Design uart_rx_fifo, sky130hd; sources not shown.
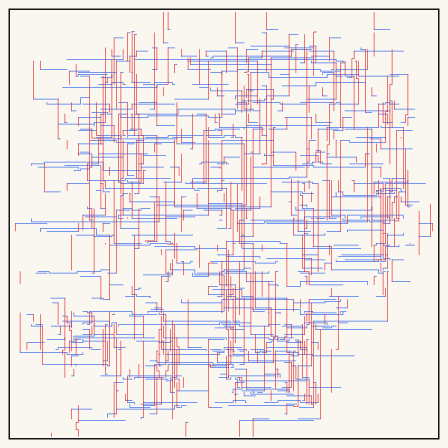
Run 1: signal wires by layer
Only two layers are drawn.
M2: marked red, wire length 2,550 um. M1: marked blue, wire length 2,860 um.
total vias in the final route: 1,908
detailed-route wire length per cell: 15.7 um
global-route total usage across every layer: 16.7%
DRT Wirelength: 5610 um

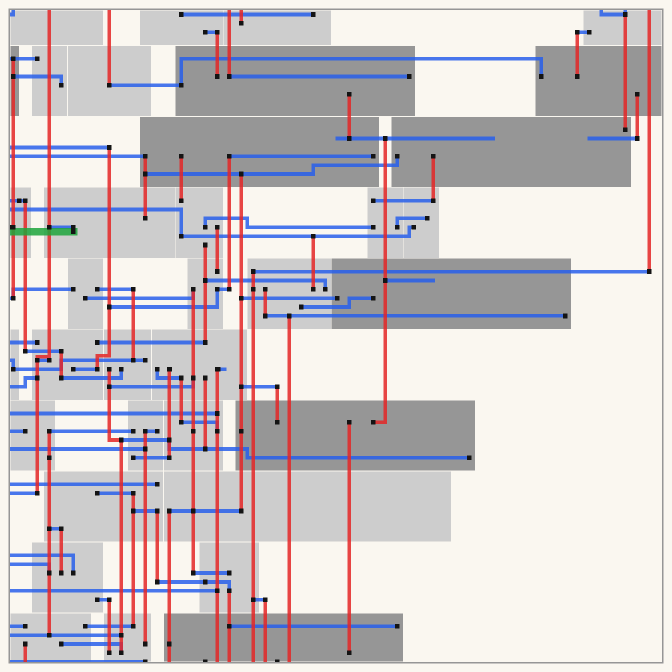
Run 1: a small window of the routed layout
Window x 53 to 78, y 9 to 34 um. Cells in grey, sequential cells in the stronger grey; small squares are vias.
M3: marked green. M2: marked red. M1: marked blue.
29 logic cells have their middle in the window. Most frequent: dfrtp_1 (7), nor2_1 (3). Sequential cells in the window: 7.

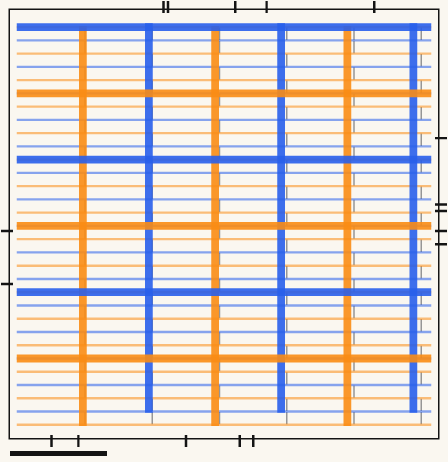
Run 1: power grid
Bar = 20 um. Pins as bars on the die edge. Tap cells in grey.
VSS: marked orange. VDD: marked blue.
31 met1 rails follow the rows. 96 tap cells. The core has 30 rows.
Peak VDD IR: 353 uV
die outline height: 87.8 um

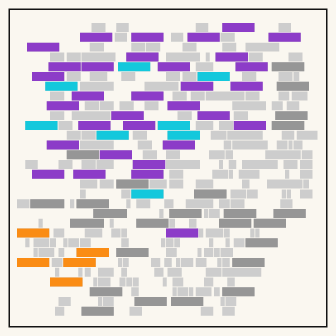
Run 1: where the registers sit
Other sequential cells in the stronger grey, the rest of the logic in the fainter grey.
shreg: marked cyan, placed flops 8. tcnt: marked orange, placed flops 5, where lower left. mem: marked purple, placed flops 32.
share of the final layout cell area in sequential cells: 45.8%
Seq. pwr: 0.00115 W

==> run summary, run 1 <==
The synthesis and place-and-route flow finished, so here is a summary.

The run finished with clean final reports. The logic depth of the worst path, buffers included came out at 5. The clock passes through at most 2 buffers. The leakage power of the design came out at 1.81 nW. The number of pins exceeding their max-slew limit in the final report is 0.

The CTS buffer count came out at 9. Looking at area per cell type in the netlist, the leader is sky130_fd_sc_hd__dfrtp_1. The horizontal die dimension came out at 87.8 um.

The worst path meets setup with 0.220 ns of slack. The fraction of registers with async set or reset after synthesis is 100%. The synthesis-to-layout area growth came out at 15.5%.

The kind of cell adding the most delay to the critical path is buffers and inverters. The core utilization before placement came out at 47.7%. The worst path buffer plus inverter count is 2. The highest cell delay on the worst timing path is 0.58 ns.

The time the worst path needs with I/O delays and setup is 2.48 ns. The root buffer cell is sky130_fd_sc_hd__clkbuf_8. The largest clock skew in the final design came out at 0.00612 ns. The cell count listed in synth_stat.txt is 230. The post-placement setup slack came out at 0.412 ns. Global routing consumed, on the met3 layer, 2.54% of the routing resources. Counting endpoints that fail hold in the final report gives 0.

Across all stage logs, warnings added up to 30. The critical path launch point type is a flip-flop. The clock sink total came out at 70. The first-iteration detailed-routing DRC count is 64. The antenna diode count came out at 0. The net count after synthesis is 245. The most utilized layer in the global route result is met2. Listed in order, past its start point the critical path passes buf_6 > xor2_2 > nor2_1 > nand2_1 > clkdlybuf4s50_1. The critical path is of the reg -> out type. Synthesis inferred 70 register bits. The finished layout cell area came out at 3830 um^2. Wire segments on met3 add up to 94 um in the final route. In the final layout, the fill cell count is 586. The number of buffers inserted by post-CTS setup repair came out at 0. The weighted congestion reported at the end of routability-driven placement came out at 0.689. The script computed a power per unit cell area of 611 nW/um^2.

The number of instances in the synthesized netlist is 230. The number of buffer cells added on primary ports came out at 15. The remaining max-slew budget at the tightest pin came out at 42.2%. The register with the most flip-flops in the layout has 32 of them.

The chip area line of the yosys report came out at 3320 um^2. Setup violations remaining at the end of the flow were counted as 0. For this run, the number of Yosys warnings is 0. The worst setup path is captured at an output port. The sequential cells in the finished layout cover a total of 1760 um^2. The H-tree depth came out at 3. Per the synthesis report, the AND-OR/OR-AND share of the synthesized area is 8.30%. The total die size came out at 7720 um^2. The iteration tally of the first detailed-router pass is 4.

The pin count of the biggest net entering global routing came out at 71. The share of synthesized area occupied by flip-flops and latches came out at 52.9%. Setup repair after global routing left no endpoint under its margin.

The antenna violation net count after detailed routing came out at 0. The clock transition time at the flip-flop clock pins of the worst setup and hold paths is 0.07 ns. Per the synthesis report, the adder-cell share of the synthesized area is 3.77%. The cell depth of the worst flop-to-flop path came out at 4.

The count of unresolved DRC violations after routing came out at 0. Measured on the finished design, the core utilization comes to 55.2%. For the pin with the worst max-slew slack, the measured transition is 0.867 ns. Yosys instantiated no cell more often than sky130_fd_sc_hd__dfrtp_1. The netlist area before placement is 3320 um^2. TritonCTS built the clock tree.

For this run, the leading register cell type out of synthesis is sky130_fd_sc_hd__dfrtp_1. Of the post-synthesis cell area, the dominant cell type holds 50.6%. The global-route wire length before repair is 9550 um.
## run 1: repair_timing
action / in CTS / in global routing
gates resized: 0 / 0
hold buffers: 1 / 0
hold endpoints to repair: 6 / 0
## run 1: report_power, final
part / switching [W] / total, W / internal (W)
clock: 0.000387 / 0.00100 / 0.000614
combinational: 0.000108 / 0.000188 / 0.0000803
sequential: 0.0000445 / 0.00115 / 0.00111
## run 1: layout by cell type, fill, tap and decap left out, types with 4 or more instances in the layout
master                            Yosys  routed
sky130_fd_sc_hd__nand2_1              5       5
sky130_fd_sc_hd__o41ai_4              4       4
sky130_fd_sc_hd__and2_1               6       6
sky130_fd_sc_hd__mux2_2              42      42
sky130_fd_sc_hd__nor2_1              13      13
sky130_fd_sc_hd__inv_1               10      10
sky130_fd_sc_hd__xor2_1               4       4
sky130_fd_sc_hd__a21oi_1              4       4
sky130_fd_sc_hd__clkbuf_1             4       5
sky130_fd_sc_hd__xnor2_1              4       4
sky130_fd_sc_hd__dfrtp_1             67      67
sky130_fd_sc_hd__clkbuf_8             0       9
sky130_fd_sc_hd__clkdlybuf4s50_1      0      14
sky130_fd_sc_hd__mux4_1               8       8
sky130_fd_sc_hd__ha_1                10      10
## run 1: stage by stage
step                      std cells  TNS, ns  hold WS (ns)  total power, W
after floorplan                 230        0       -0.0256         0.00129
after global placement          341   -68.96         0.334         0.00136
after detailed placement        341        0         0.344         0.00136
after CTS                       358        0         0.324         0.00237
after global routing            358        0         0.342         0.00244
final                           358        0         0.339         0.00234
## run 1: final cells by class
type	instances	area share, %
Clock inverter	6	2.84
Timing Repair Buffer	16	4.12
Multi-Input combinational cell	143	38.8
Sequential cell	70	45.8
Tap cell	96	3.14
Clock buffer	10	3.33
Inverter	10	0.980
Buffer	7	0.947
==> run 2, diff against run 1 <==
- REMOVE_ABC_BUFFERS: not set -> 1
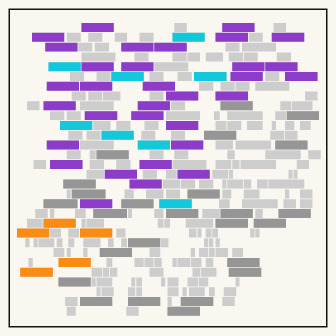
Run 2: where the registers sit
Other sequential cells in the stronger grey, the rest of the logic in the fainter grey.
tcnt: marked orange, placed flops 5. shreg: marked cyan, placed flops 8. mem: marked purple, placed flops 32.
Another 25 sequential cells are not coloured.
Seq. pwr: 0.00116 W
Sequential cell area: 1760 um^2
share of the final layout cell area in sequential cells: 46.8%
post-layout utilization of the core: 54.0%

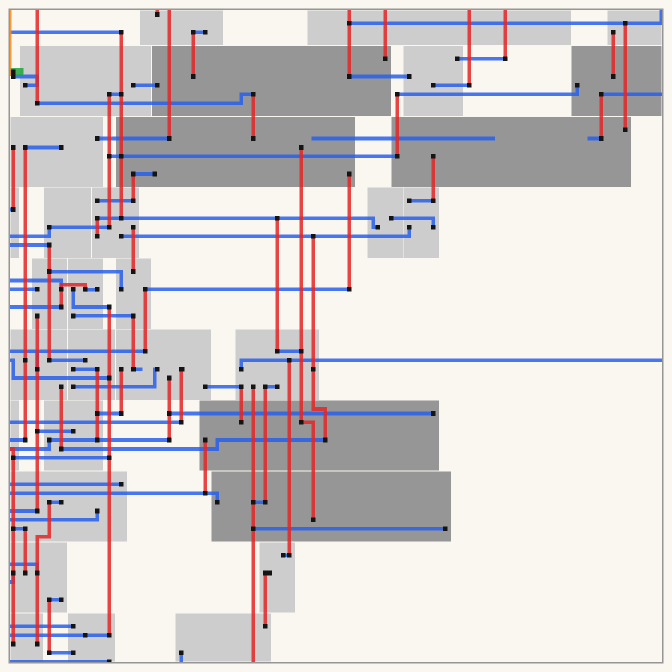
Run 2: a small window of the routed layout
Window x 53 to 78, y 9 to 34 um. Cells in grey, sequential cells in the stronger grey; small squares are vias.
M4: marked orange. M1: marked blue. M2: marked red. M3: marked green.
Sequential cells in the window: 5. Most frequent: dfrtp_1 (5), nor2_1 (3). 24 logic cells have their middle in the window.

==> run summary, run 2 <==
The synthesis and place-and-route flow finished, so here is a summary.

The flip-flop count of the largest register after layout came out at 32 (unchanged). The flop and latch count out of synthesis is 70 (unchanged). The worst path buffer plus inverter count came out at 1 (-1).

The number of buffer cells added on primary ports came to 16 (+1). The power density of the placed cells is 547 nW/um^2 (-11%). The H-tree depth is 3 (unchanged). The height of the die came out at 87.8 um (unchanged). The run finished with clean final reports.

The overall power of the completed layout came out at 0.00205 W (-12%). The tree is rooted in a sky130_fd_sc_hd__clkbuf_8. The total die size came out at 7720 um^2 (unchanged). STA classifies the critical path endpoint as an output port. In the layout the commonest cells are sky130_fd_sc_hd__dfrtp_1 (67), sky130_fd_sc_hd__mux2_2 (42), sky130_fd_sc_hd__clkdlybuf4s50_1 (15). The most common cell in the synthesized netlist is sky130_fd_sc_hd__dfrtp_1.

Per the cell usage report, the commonest logic cell in the layout is sky130_fd_sc_hd__dfrtp_1. The largest clock skew in the final design is 0.0131 ns (+0.00702 ns). The core utilization before placement is 47.7% (unchanged). The kind of cell adding the most delay to the critical path is flip-flops. The largest area contributor in the netlist is sky130_fd_sc_hd__dfrtp_1. The first-iteration detailed-routing DRC count came out at 69 (+7.8%). The clock sink total was 70 (unchanged). The maximum number of buffers from clock root to sink is 2 (unchanged). The minimum setup slack in the final design came out at 0.179 ns (-0.0409 ns).

The horizontal die dimension is 87.8 um (unchanged). The number of warnings the tools reported was 29 (-3.3%). The CTS buffer count is 9 (unchanged). The weighted congestion reported at the end of routability-driven placement was 0.725 (+5.2%). The top cell type's share of synthesized area was 50.6% (unchanged). The total negative slack for setup checks is 0 ns (unchanged). The slew at the pin with the worst max-slew slack is 0.891 ns (+0.0233 ns). The fraction of registers with async set or reset after synthesis is 100% (unchanged).

The iteration tally of the first detailed-router pass came out at 4 (unchanged). Per STA, the worst path is made up of mux4_1 > clkdlybuf4s50_1. The overall fraction of global-route tracks in use came to 16.2% (-0.52 points). The highest cell delay on the worst timing path is 0.77 ns (+0.19 ns). The final-report hold violation count is 0 (unchanged). The time the worst path needs with I/O delays and setup was 2.52 ns (+0.0409 ns).

The share of synthesized area occupied by flip-flops and latches is 52.9% (unchanged).
==> run 2: cell counts after synthesis <==
Identical to the previous run, type by type.
==> run 2: cells by family after synthesis <==
family | Yosys count | synth area share (%)
DFF | 70 | 52.9
muxes | 52 | 21.2
and+or+nand+nor | 43 | 7.51
AOI/OAI and AO/OA | 26 | 8.30
buffers and inverters | 17 | 2.23
xor gates and xnor gates | 11 | 3.92
adders and majority gates | 10 | 3.77
other | 1 | 0.113
==> run 2: what timing repair did <==
action | 4_1_cts | 5_1_grt
endpoints found under the hold margin | 7 | 0
hold buffers | 1 | 0
resized | 0 | 1
setup buffers | 0 | 1
endpoints found under the setup margin | 0 | 9
==> run 2: area by class of cell <==
cell class | count | share of cell area, %
flip-flops and latches | 70 | 46.8
well taps | 96 | 3.20
clock buffers | 11 | 3.77
multi-input cells | 143 | 39.9
inverters | 10 | 1.00
clock inverters | 4 | 0.634
repair buffers | 18 | 4.67
==> run 2: per-layer routing <==
metal / wire [um] / GRT usage (%) / part of all wire (%)
met4: 114 / 7.60 / 2.1
met2: 2400 / 23.3 / 44
met1: 2790 / 23.7 / 52
met5: 0 / 0 / 0
met3: 92 / 2.92 / 1.7
==> run 2: power by group <==
group          internal, W  leakage, nW  switching (W)
Sequential         0.00111        0.944      0.0000531
Clock             0.000350       0.0889       0.000365
Combinational    0.0000793        0.733      0.0000962
==> run 2: through the flow <==
stage	hold WS (ns)	utilization, %	std cells	cell area [um^2]
floorplan	-0.0256	-	223	3280
global placement	0.332	51.3	335	3560
detailed placement	0.347	51.2	335	3560
CTS	0.327	53.7	351	3730
global route	0.325	54.0	352	3750
finish	0.344	54.0	352	3750
No activity file was given, so power comes from the tool's default toggle rates.
